[config.mk]
export PLATFORM = sky130hd
export DESIGN_NAME = mealy_seq_detector
export DESIGN_NICKNAME = d
export VERILOG_FILES = /design/src/rtl/mealy_pkg.sv /design/src/rtl/sat_counter.sv /design/src/rtl/mealy_seq_detector.sv
export SDC_FILE = /design/constraint.sdc
export NUM_CORES = 1
export LEC_CHECK = 0
export ABC_AREA = 1
export CAP_MARGIN = 10
export CORE_MARGIN = 4
export CORE_UTILIZATION = 45
export CTS_CLUSTER_SIZE = 12
export DETAILED_ROUTE_END_ITERATION = 6
export GPL_TIMING_DRIVEN = 0
export MAX_ROUTING_LAYER = met4
export PLACE_DENSITY = 0.74
export SLEW_MARGIN = 10
export SYNTH_ARGS = -nofsm -noshare
export SYNTH_HDL_FRONTEND = slang
export SYNTH_HIERARCHICAL = 1
export SYNTH_SLANG_ARGS = --single-unit
[constraint.sdc]
create_clock -name clck -period 1.4 [get_ports clck]
set_input_delay 0.21 -clock clck [delete_from_list [all_inputs] [get_ports clck]]
set_output_delay 0.21 -clock clck [all_outputs]
set_load 0.005 [all_outputs]
[src/rtl/mealy_pkg.sv]
// Shared definitions for the Mealy serial-pattern detector.
//   state_t    : detector FSM state (history still filling / history armed)
//   fill_width : width of the counter that tracks valid history bits (0..pat_len-1)
package mealy_pkg;

    typedef enum logic {
        ST_FILL  = 1'b0,
        ST_ARMED = 1'b1
    } state_t;

    // The counter must reach pat_len-1. At least one bit is always needed.
    function automatic int unsigned fill_width(input int unsigned pat_len);
        return (pat_len <= 2) ? 1 : $clog2(pat_len);
    endfunction

endpackage

[src/rtl/sat_counter.sv]
// Saturating up-counter: clears on reset, increments on en, holds at all-ones.
// Ports:
//   clck  in   1  clock, rising edge
//   rst   in   1  synchronous reset, active-high
//   en    in   1  increment request
//   cnt   out  W  current count
module sat_counter #(
    parameter int unsigned W = 8
) (
    input  logic         clck,
    input  logic         rst,
    input  logic         en,
    output logic [W-1:0] cnt
);

    always_ff @(posedge clck) begin
        if (rst) begin
            cnt <= '0;
        end else if (en && (cnt != '1)) begin
            cnt <= cnt + W'(1);
        end
    end

endmodule

[src/rtl/mealy_seq_detector.sv]
// Mealy serial-pattern detector with a runtime-loadable PAT_LEN-bit pattern,
// overlapping / non-overlapping match modes and a saturating match counter.
// Ports:
//   clck         in   1        clock, rising edge
//   rst          in   1        synchronous reset, active-high
//   cfg_load     in   1        load cfg_pattern / cfg_overlap; clears history
//   cfg_pattern  in   PAT_LEN  new pattern, bit [PAT_LEN-1] is the earliest bit
//   cfg_overlap  in   1        new mode: 1 = overlap, 0 = non-overlap
//   in_valid     in   1        inp is valid this cycle
//   inp          in   1        serial data bit
//   out          out  1        same-cycle match pulse
//   match_cnt    out  CNT_W    registered match count, saturating
//   armed        out  1        history holds PAT_LEN-1 valid bits
module mealy_seq_detector
    import mealy_pkg::*;
#(
    parameter int unsigned          PAT_LEN = 4,
    parameter int unsigned          CNT_W   = 8,
    parameter logic [PAT_LEN-1:0]   RST_PAT = 4'b1011,
    parameter logic                 RST_OVL = 1'b1
) (
    input  logic               clck,
    input  logic               rst,
    input  logic               cfg_load,
    input  logic [PAT_LEN-1:0] cfg_pattern,
    input  logic               cfg_overlap,
    input  logic               in_valid,
    input  logic               inp,
    output logic               out,
    output logic [CNT_W-1:0]   match_cnt,
    output logic               armed
);

    localparam int unsigned         FILL_W   = fill_width(PAT_LEN);
    localparam logic [FILL_W-1:0]   FILL_MAX = FILL_W'(PAT_LEN - 1);

    state_t               state_q, state_d;
    logic [PAT_LEN-2:0]   hist_q,  hist_d;
    logic [FILL_W-1:0]    fill_q,  fill_d;
    logic [PAT_LEN-1:0]   pat_q,   pat_d;
    logic                 ovl_q,   ovl_d;

    logic [PAT_LEN-1:0]   cand;
    logic [FILL_W-1:0]    fill_inc;
    logic                 hit;

    // State register
    always_ff @(posedge clck) begin
        if (rst) begin
            state_q <= ST_FILL;
            hist_q  <= '0;
            fill_q  <= '0;
            pat_q   <= RST_PAT;
            ovl_q   <= RST_OVL;
        end else begin
            state_q <= state_d;
            hist_q  <= hist_d;
            fill_q  <= fill_d;
            pat_q   <= pat_d;
            ovl_q   <= ovl_d;
        end
    end

    // Next-state and Mealy output
    always_comb begin
        state_d  = state_q;
        hist_d   = hist_q;
        fill_d   = fill_q;
        pat_d    = pat_q;
        ovl_d    = ovl_q;

        // Candidate window: stored history plus the bit arriving now. Its low
        // PAT_LEN-1 bits are also the shifted history, which avoids a
        // hist[PAT_LEN-3:0] slice that would be empty for PAT_LEN=2.
        cand     = {hist_q, inp};
        fill_inc = (fill_q == FILL_MAX) ? fill_q : fill_q + FILL_W'(1);

        hit = in_valid && !cfg_load && (state_q == ST_ARMED) && (cand == pat_q);
        out = hit && !rst;

        if (cfg_load) begin
            pat_d   = cfg_pattern;
            ovl_d   = cfg_overlap;
            hist_d  = '0;
            fill_d  = '0;
            state_d = ST_FILL;
        end else if (in_valid) begin
            if (hit && !ovl_q) begin
                // Non-overlap: the next match has to be built from fresh bits.
                hist_d  = '0;
                fill_d  = '0;
                state_d = ST_FILL;
            end else begin
                hist_d  = cand[PAT_LEN-2:0];
                fill_d  = fill_inc;
                state_d = (fill_inc == FILL_MAX) ? ST_ARMED : ST_FILL;
            end
        end
    end

    assign armed = (state_q == ST_ARMED);

    sat_counter #(
        .W (CNT_W)
    ) u_match_cnt (
        .clck (clck),
        .rst  (rst),
        .en   (out),
        .cnt  (match_cnt)
    );

endmodule

==> out/qor.csv <==
metric,value,unit
Final Setup Violations,8,
"Critical Path, Cell by Cell",inv_2 > nand2_2 > nand2_2 > nor2_4 > nand3_2 > nor2_4 > buf_6 > buf_6 > inv_2 > nor2_4 > nand3_2 > nand2_1 > nor2_1,
Clock power frac,0.288,
max reg flops,8,
Startpoint Class,register,
Largest type area fraction,0.383,
Finished Layout Cells,210,
row cnt,16,
GR Util met2,0.339,
status,"complete, but fails checks",
Synth area leader,dfxtp_1,
Worst Path Arrival,1.74,ns
uppermost layer routed,met4,
unrepaired setup endpoints after global routing,true,
failing checks,negative setup slack,
crit path to,u_match_cnt/cnt[3],
Comb area,567,um^2
fin worst setup slack,-0.149,ns
CTS Buf Count,3,
dpl hpwl,1.49,mm
Slew @ Worst Pin,0.373,ns
Iter 0 DRT Violations,23,
worst hold path depth,2,
Figure 1. Cell placement.
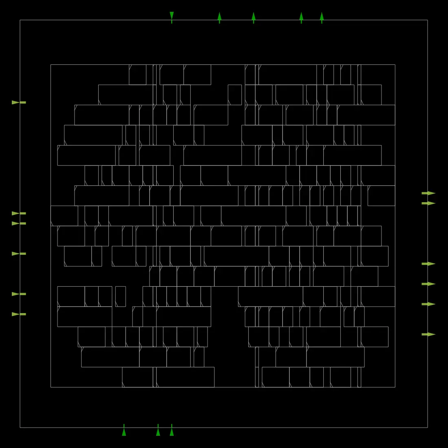
number of fill cells: 157
seq_cells: 19
flop share of the area: 0.280
Tapcells: 27

Figure 2. Routed clock nets over the placement.
Scale bar: 20 um.
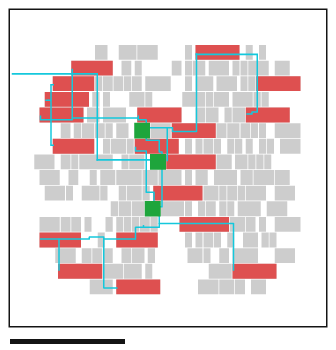
[clock wires] cyan | length: 232 um
[clock drivers] green | count: 3
[flip-flops] red | count: 19
routed clock nets: 4
skew final: 0.00381 ns
Clock Latency Late Sink: 0.29 ns
Clock group: 273 uW

Figure 3. Sequential cells grouped by signal name.
Other sequential cells in the stronger gray, the rest of the logic in the fainter gray.
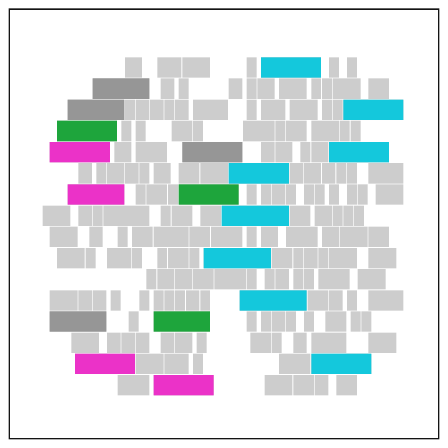
| name in the netlist | color | sequential cells |
|---|---|---|
| pat_q | magenta | 4 |
| hist_q | green | 3 |
| u_match_cnt/cnt | cyan | 8 |
not colored: 4

Power is estimated from default activity; no workload was simulated.
